===== config.mk =====
export PLATFORM = sky130hd
export DESIGN_NAME = mem_port_arbiter
export DESIGN_NICKNAME = d
export VERILOG_FILES = /design/src/rtl/mem_arb_pkg.sv /design/src/rtl/mem_arb_rr.sv /design/src/rtl/mem_port_arbiter.sv
export SDC_FILE = /design/constraint.sdc
export NUM_CORES = 1
export LEC_CHECK = 0
export ABC_AREA = 1
export ABC_CLOCK_PERIOD_IN_PS = 1700
export CAP_MARGIN = 15
export CORE_AREA = 3 3 176 178
export CTS_CLUSTER_SIZE = 14
export DETAILED_ROUTE_END_ITERATION = 8
export DIE_AREA = 0 0 179 181
export PLACE_DENSITY = 0.7
export SETUP_SLACK_MARGIN = 0.15
export SYNTH_ARGS = -nofsm -noshare
export SYNTH_HDL_FRONTEND = slang
export SYNTH_HIERARCHICAL = 1
export SYNTH_SLANG_ARGS = --single-unit

===== constraint.sdc =====
create_clock -name clk -period 1.7 [get_ports clk]
set_clock_uncertainty 0.05 [all_clocks]
set_input_delay 0.425 -clock clk [delete_from_list [all_inputs] [get_ports clk]]
set_output_delay 0.425 -clock clk [all_outputs]
set_load 0.02 [all_outputs]

===== src/rtl/mem_arb_pkg.sv =====
// rtl/mem_arb_pkg.sv - shared types and constants for the memory port arbiter
package mem_arb_pkg;

  typedef enum logic [1:0] {
    IDLE   = 2'd0,
    ACCESS = 2'd1,
    WAIT   = 2'd2,
    RESP   = 2'd3
  } arb_state_t;

  typedef enum logic {
    PORT_I = 1'b0,
    PORT_D = 1'b1
  } port_t;

  // Byte-offset bits inside one 64-bit memory word
  localparam int WORD_OFF_BITS = 3;

endpackage


===== src/rtl/mem_arb_rr.sv =====
// rtl/mem_arb_rr.sv - combinational two-way round-robin pick between fetch and load/store
module mem_arb_rr
  import mem_arb_pkg::*;
(
  input  logic  req_i,
  input  logic  req_d,
  input  port_t last_grant,
  output port_t grant,
  output logic  valid
);

  // A tie goes to whichever port did not win last time
  always_comb begin
    valid = req_i | req_d;
    grant = PORT_I;
    if (req_i && req_d) begin
      grant = (last_grant == PORT_D) ? PORT_I : PORT_D;
    end else if (req_d) begin
      grant = PORT_D;
    end
  end

endmodule


===== src/rtl/mem_port_arbiter.sv =====
// rtl/mem_port_arbiter.sv - shares one 64-bit memory between instruction fetch and load/store
module mem_port_arbiter
  import mem_arb_pkg::*;
#(
  parameter int MEM_LAT = 1,
  parameter int ADDR_W  = 64
) (
  input  logic              clk,
  input  logic              rst_n,
  input  logic              i_req,
  input  logic [31:0]       i_addr,
  output logic              i_ack,
  output logic [31:0]       i_rdata,
  input  logic              d_req,
  input  logic              d_we,
  input  logic [ADDR_W-1:0] d_addr,
  input  logic [63:0]       d_wdata,
  output logic              d_ack,
  output logic [63:0]       d_rdata,
  output logic              d_err,
  output logic [ADDR_W-1:0] mem_addr,
  output logic [63:0]       mem_din,
  output logic              mem_wr,
  input  logic [63:0]       mem_dout,
  output logic              busy
);

  localparam int CNT_W = 3;

  arb_state_t        r_state;
  port_t             r_last_grant;
  port_t             r_port;
  logic              r_we;
  logic              r_err;
  logic              r_hi;
  logic [ADDR_W-1:0] r_addr;
  logic [63:0]       r_wdata;
  logic [CNT_W-1:0]  r_cnt;
  logic [31:0]       r_i_rdata;
  logic [63:0]       r_d_rdata;

  port_t             w_grant;
  logic              w_valid;
  logic              w_d_misaligned;
  logic [ADDR_W-1:0] w_i_addr_al;
  logic [ADDR_W-1:0] w_d_addr_al;
  logic              w_unused_i_addr;

  mem_arb_rr u_rr (
    .req_i      (i_req),
    .req_d      (d_req),
    .last_grant (r_last_grant),
    .grant      (w_grant),
    .valid      (w_valid)
  );

  // Word-aligned memory addresses for each port; fetch byte lanes [1:0] are don't-care
  assign w_i_addr_al     = ADDR_W'({i_addr[31:WORD_OFF_BITS], {WORD_OFF_BITS{1'b0}}});
  assign w_d_addr_al     = {d_addr[ADDR_W-1:WORD_OFF_BITS], {WORD_OFF_BITS{1'b0}}};
  assign w_d_misaligned  = |d_addr[WORD_OFF_BITS-1:0];
  assign w_unused_i_addr = ^i_addr[1:0];

  // Arbitration, access sequencing and read-data capture
  always_ff @(posedge clk or negedge rst_n) begin
    if (!rst_n) begin
      r_state      <= IDLE;
      r_last_grant <= PORT_D;
      r_port       <= PORT_I;
      r_we         <= 1'b0;
      r_err        <= 1'b0;
      r_hi         <= 1'b0;
      r_addr       <= '0;
      r_wdata      <= '0;
      r_cnt        <= '0;
      r_i_rdata    <= '0;
      r_d_rdata    <= '0;
    end else begin
      case (r_state)
        IDLE: begin
          if (w_valid) begin
            r_last_grant <= w_grant;
            r_port       <= w_grant;
            if (w_grant == PORT_I) begin
              r_addr  <= w_i_addr_al;
              r_hi    <= i_addr[2];
              r_we    <= 1'b0;
              r_err   <= 1'b0;
              r_state <= ACCESS;
            end else if (w_d_misaligned) begin
              // Rejected without touching memory: straight to the response
              r_we    <= 1'b0;
              r_err   <= 1'b1;
              r_state <= RESP;
            end else begin
              r_addr  <= w_d_addr_al;
              r_we    <= d_we;
              r_wdata <= d_wdata;
              r_err   <= 1'b0;
              r_state <= ACCESS;
            end
          end
        end
        ACCESS: begin
          if (r_we) begin
            r_state <= RESP;
          end else begin
            r_cnt   <= CNT_W'(MEM_LAT);
            r_state <= WAIT;
          end
        end
        WAIT: begin
          if (r_cnt == CNT_W'(1)) begin
            if (r_port == PORT_I) begin
              r_i_rdata <= r_hi ? mem_dout[63:32] : mem_dout[31:0];
            end else begin
              r_d_rdata <= mem_dout;
            end
            r_state <= RESP;
          end else begin
            r_cnt <= r_cnt - CNT_W'(1);
          end
        end
        RESP: begin
          r_state <= IDLE;
        end
        default: begin
          r_state <= IDLE;
        end
      endcase
    end
  end

  // Outputs are pure decodes of state so an asynchronous reset clears them at once
  assign busy     = (r_state != IDLE);
  assign mem_wr   = (r_state == ACCESS) && r_we;
  assign i_ack    = (r_state == RESP) && (r_port == PORT_I);
  assign d_ack    = (r_state == RESP) && (r_port == PORT_D);
  assign d_err    = d_ack && r_err;
  assign mem_addr = r_addr;
  assign mem_din  = r_wdata;
  assign i_rdata  = r_i_rdata;
  assign d_rdata  = r_d_rdata;

endmodule


==> run notes <==
Reports from this run.

- In the routed design, unresolved DRC markers number 0.
- The max-capacitance violation count reads 0.
- The number of failing setup endpoints in the final timing report reads 201.
- The final reports fail on setup timing.
- The worst-case setup margin in the final layout is -0.247 ns.
- After synthesis the cells add up to 0.00991 mm^2.
- The die extent in x reads 179 um.
- The worst setup path is launched from a flop.
- Before antenna repair, the detailed router went through 7 iterations.
- Once detail routing completed, the nets flagged for antenna violations numbered 0.
- The net switching share of the total power reads 39.2%.
- The total power after layout is 0.0360 W.
- The path class of the tightest hold or removal check is in -> async.
- The post-synth area from yosys stat is 0.00991 mm^2.
- The highest attainable clock frequency reads 514 MHz.
- The first global-routing pass estimated 54,600 um of wire.
- In the setup report, the worst path falls into the class reg -> reg.
- The most frequent logic cell in the layout reads sky130_fd_sc_hd__buf_6.
- The detailed-route via count is 10,700.
- The worst-margin pin slew is 0.526 ns.
- The analysis attributes to cell leakage a power of 9.89 nW.
- After synthesis, the largest area contributor takes up 58.1% of total cell area.
- The share of post-route cells with drive strength above 1 reads 46.7%.
- The boundary pin count is 458.
- The worst endpoint data arrival time reads 2.32 ns.
- The number of synthesized register bits is 231.
- The pre-CTS setup slack reads -0.432 ns.
- The total track usage reads 21.3%.
- The number of OpenROAD warnings reads 36.
- The number of sinks on the clock net reads 231.
- The run finished, with violations left.
- The area of the die reads 0.0324 mm^2.
- The power density of the placed cells reads 1790 mW/mm^2.
- The H-tree depth reported by CTS is 1.
- The worst-case reg-to-reg setup slack stands at -0.25 ns.
- The number of DRC markers after the initial detailed-route iteration is 690.
- The layout has 1,996 filler cells.
- The report shows a maximum critical-path fanout of 7.
- STA classifies the critical path endpoint as a flop.
- The internal power of the cells is 0.0219 W.
- The cell count after synthesis is 1,102.
- The sequential area share after synthesis is 58.4%.
- The layout overhead on the synthesized area reads 103%.
==> power groups by stage <==
stage	Sequential [W]	Combinational, W	Clock [W]
finish	0.0102	0.0197	0.00608
global route	0.0104	0.0208	0.00642
CTS	0.00988	0.0147	0.00613
detailed placement	0.00942	0.0133	0
global placement	0.00936	0.0131	0
floorplan	0.0120	0.00353	0
==> layout make-up <==
class	instances	area share (%)
clock buffer	35	3.55
tap	390	2.43
inverter	179	3.38
multi-input combinational	628	21.8
clock inverter	10	0.951
sequential	231	28.8
timing repair buffer	695	39.1
antenna	2	0.0249
==> flip-flops by register name, summed over array words and instances (netlist names) <==
register / flops
r_cnt: 3
r_we: 1
mem_addr: 61
d_rdata: 64
r_port: 1
r_err: 1
r_state: 2
r_hi: 1
mem_din: 64
i_rdata: 32
r_last_grant: 1
==> Yosys cell counts, drive strengths merged <==
cell	number
ha	7
o21a	1
o21ai	257
o211ai	32
conb	1
nand3	7
nor2	9
inv	179
a21oi	1
nand2	278
buf	33
clkbuf	33
dfstp	1
dfrtp	230
o22ai	1
or2	32
==> layer usage <==
layer  share of wire, %  vias to the layer above  track usage (%)
li1                   -                     4787                -
met1                 35                     5215             25.1
met2                 51                      565             36.9
met3                8.5                      150             6.03
met4                5.5                        0             7.29
met5                  0                        -                0
==> path summary, 6_finish.rpt <==
kind,endpoint,cells after the start
worst max register to register,mem_din[33],12
worst min-delay path,d_rdata[51],2
worst max-delay path,mem_din[33],12
max in group asynchronous,r_last_grant,3
min in group clk,mem_din[22],3
worst min register to register,mem_addr[47],2
==> stage by stage <==
| step | area (um^2) | setup TNS [ns] | cells |
|---|---|---|---|
| after floorplan | 9920 | 0 | 1104 |
| after global placement | 15100 | -44.45 | 1921 |
| after detailed placement | 15100 | -45.69 | 1921 |
| after CTS | 17300 | -13.72 | 2028 |
| after global routing | 20100 | -39.01 | 2170 |
| final | 20100 | -27.07 | 2170 |
==> cell families (layout without fill, tap and decap cells) <==
kind of cell / after synthesis / count (layout) / synth area share (%)
flops: 231 / 231 / 58.4
fa+ha+maj: 7 / 7 / 0.884
buf+inv: 245 / 919 / 10.4
simple gates: 326 / 326 / 13.6
compound gates: 292 / 292 / 16.7
other cells: 1 / 5 / 0.0378
==> what timing repair did <==
action,CTS,global route
hold buffers,1,0
endpoints found under the hold margin,24,0
cloned,14,39
endpoints found under the setup margin,444,448
pin swaps,5,12
resized,1480,413
buffers inserted,47,101
==> worst max-delay path, stage by stage, from the launching register on <==
cell and delay (ns):
sky130_fd_sc_hd__dfrtp_2 0.47, sky130_fd_sc_hd__inv_2 0.11, sky130_fd_sc_hd__ha_4 0.15, sky130_fd_sc_hd__buf_6 0.11
sky130_fd_sc_hd__nand2_8 0.06, sky130_fd_sc_hd__nor2_4 0.12, sky130_fd_sc_hd__nand3_4 0.08, sky130_fd_sc_hd__buf_12 0.15
sky130_fd_sc_hd__buf_12 0.15, sky130_fd_sc_hd__buf_12 0.13, sky130_fd_sc_hd__buf_16 0.13, sky130_fd_sc_hd__nand2_2 0.06
sky130_fd_sc_hd__o21ai_1 0.06
==> images/m2.png <==
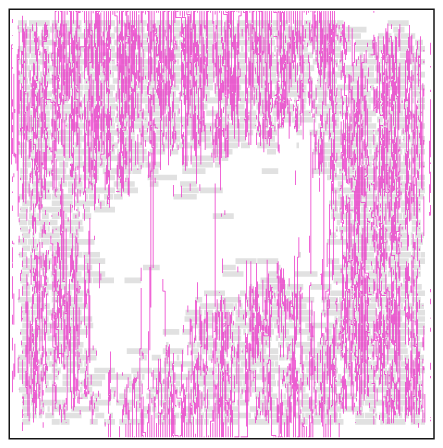
The layer carries 23.0 mm of wire. The layer holds 51% of the routed length.

==> images/port_trees.png <==
The bar under the picture is 50 um long.
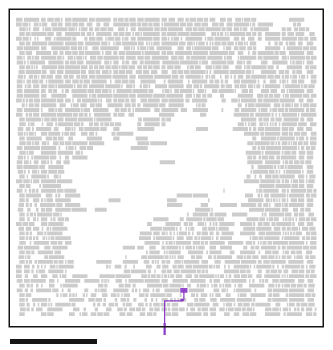
d_err: in purple, direction output, end cells 1, buffers 1, wire 32.4 um.

==> images/m1.png <==
Supply wires on this layer in gray.
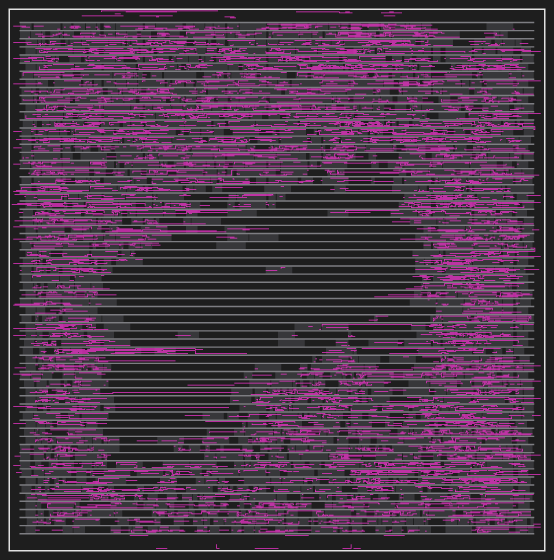
The layer carries 16,000 um of wire. The longest straight run is 50.1 um.

Power is estimated from default activity; no workload was simulated.
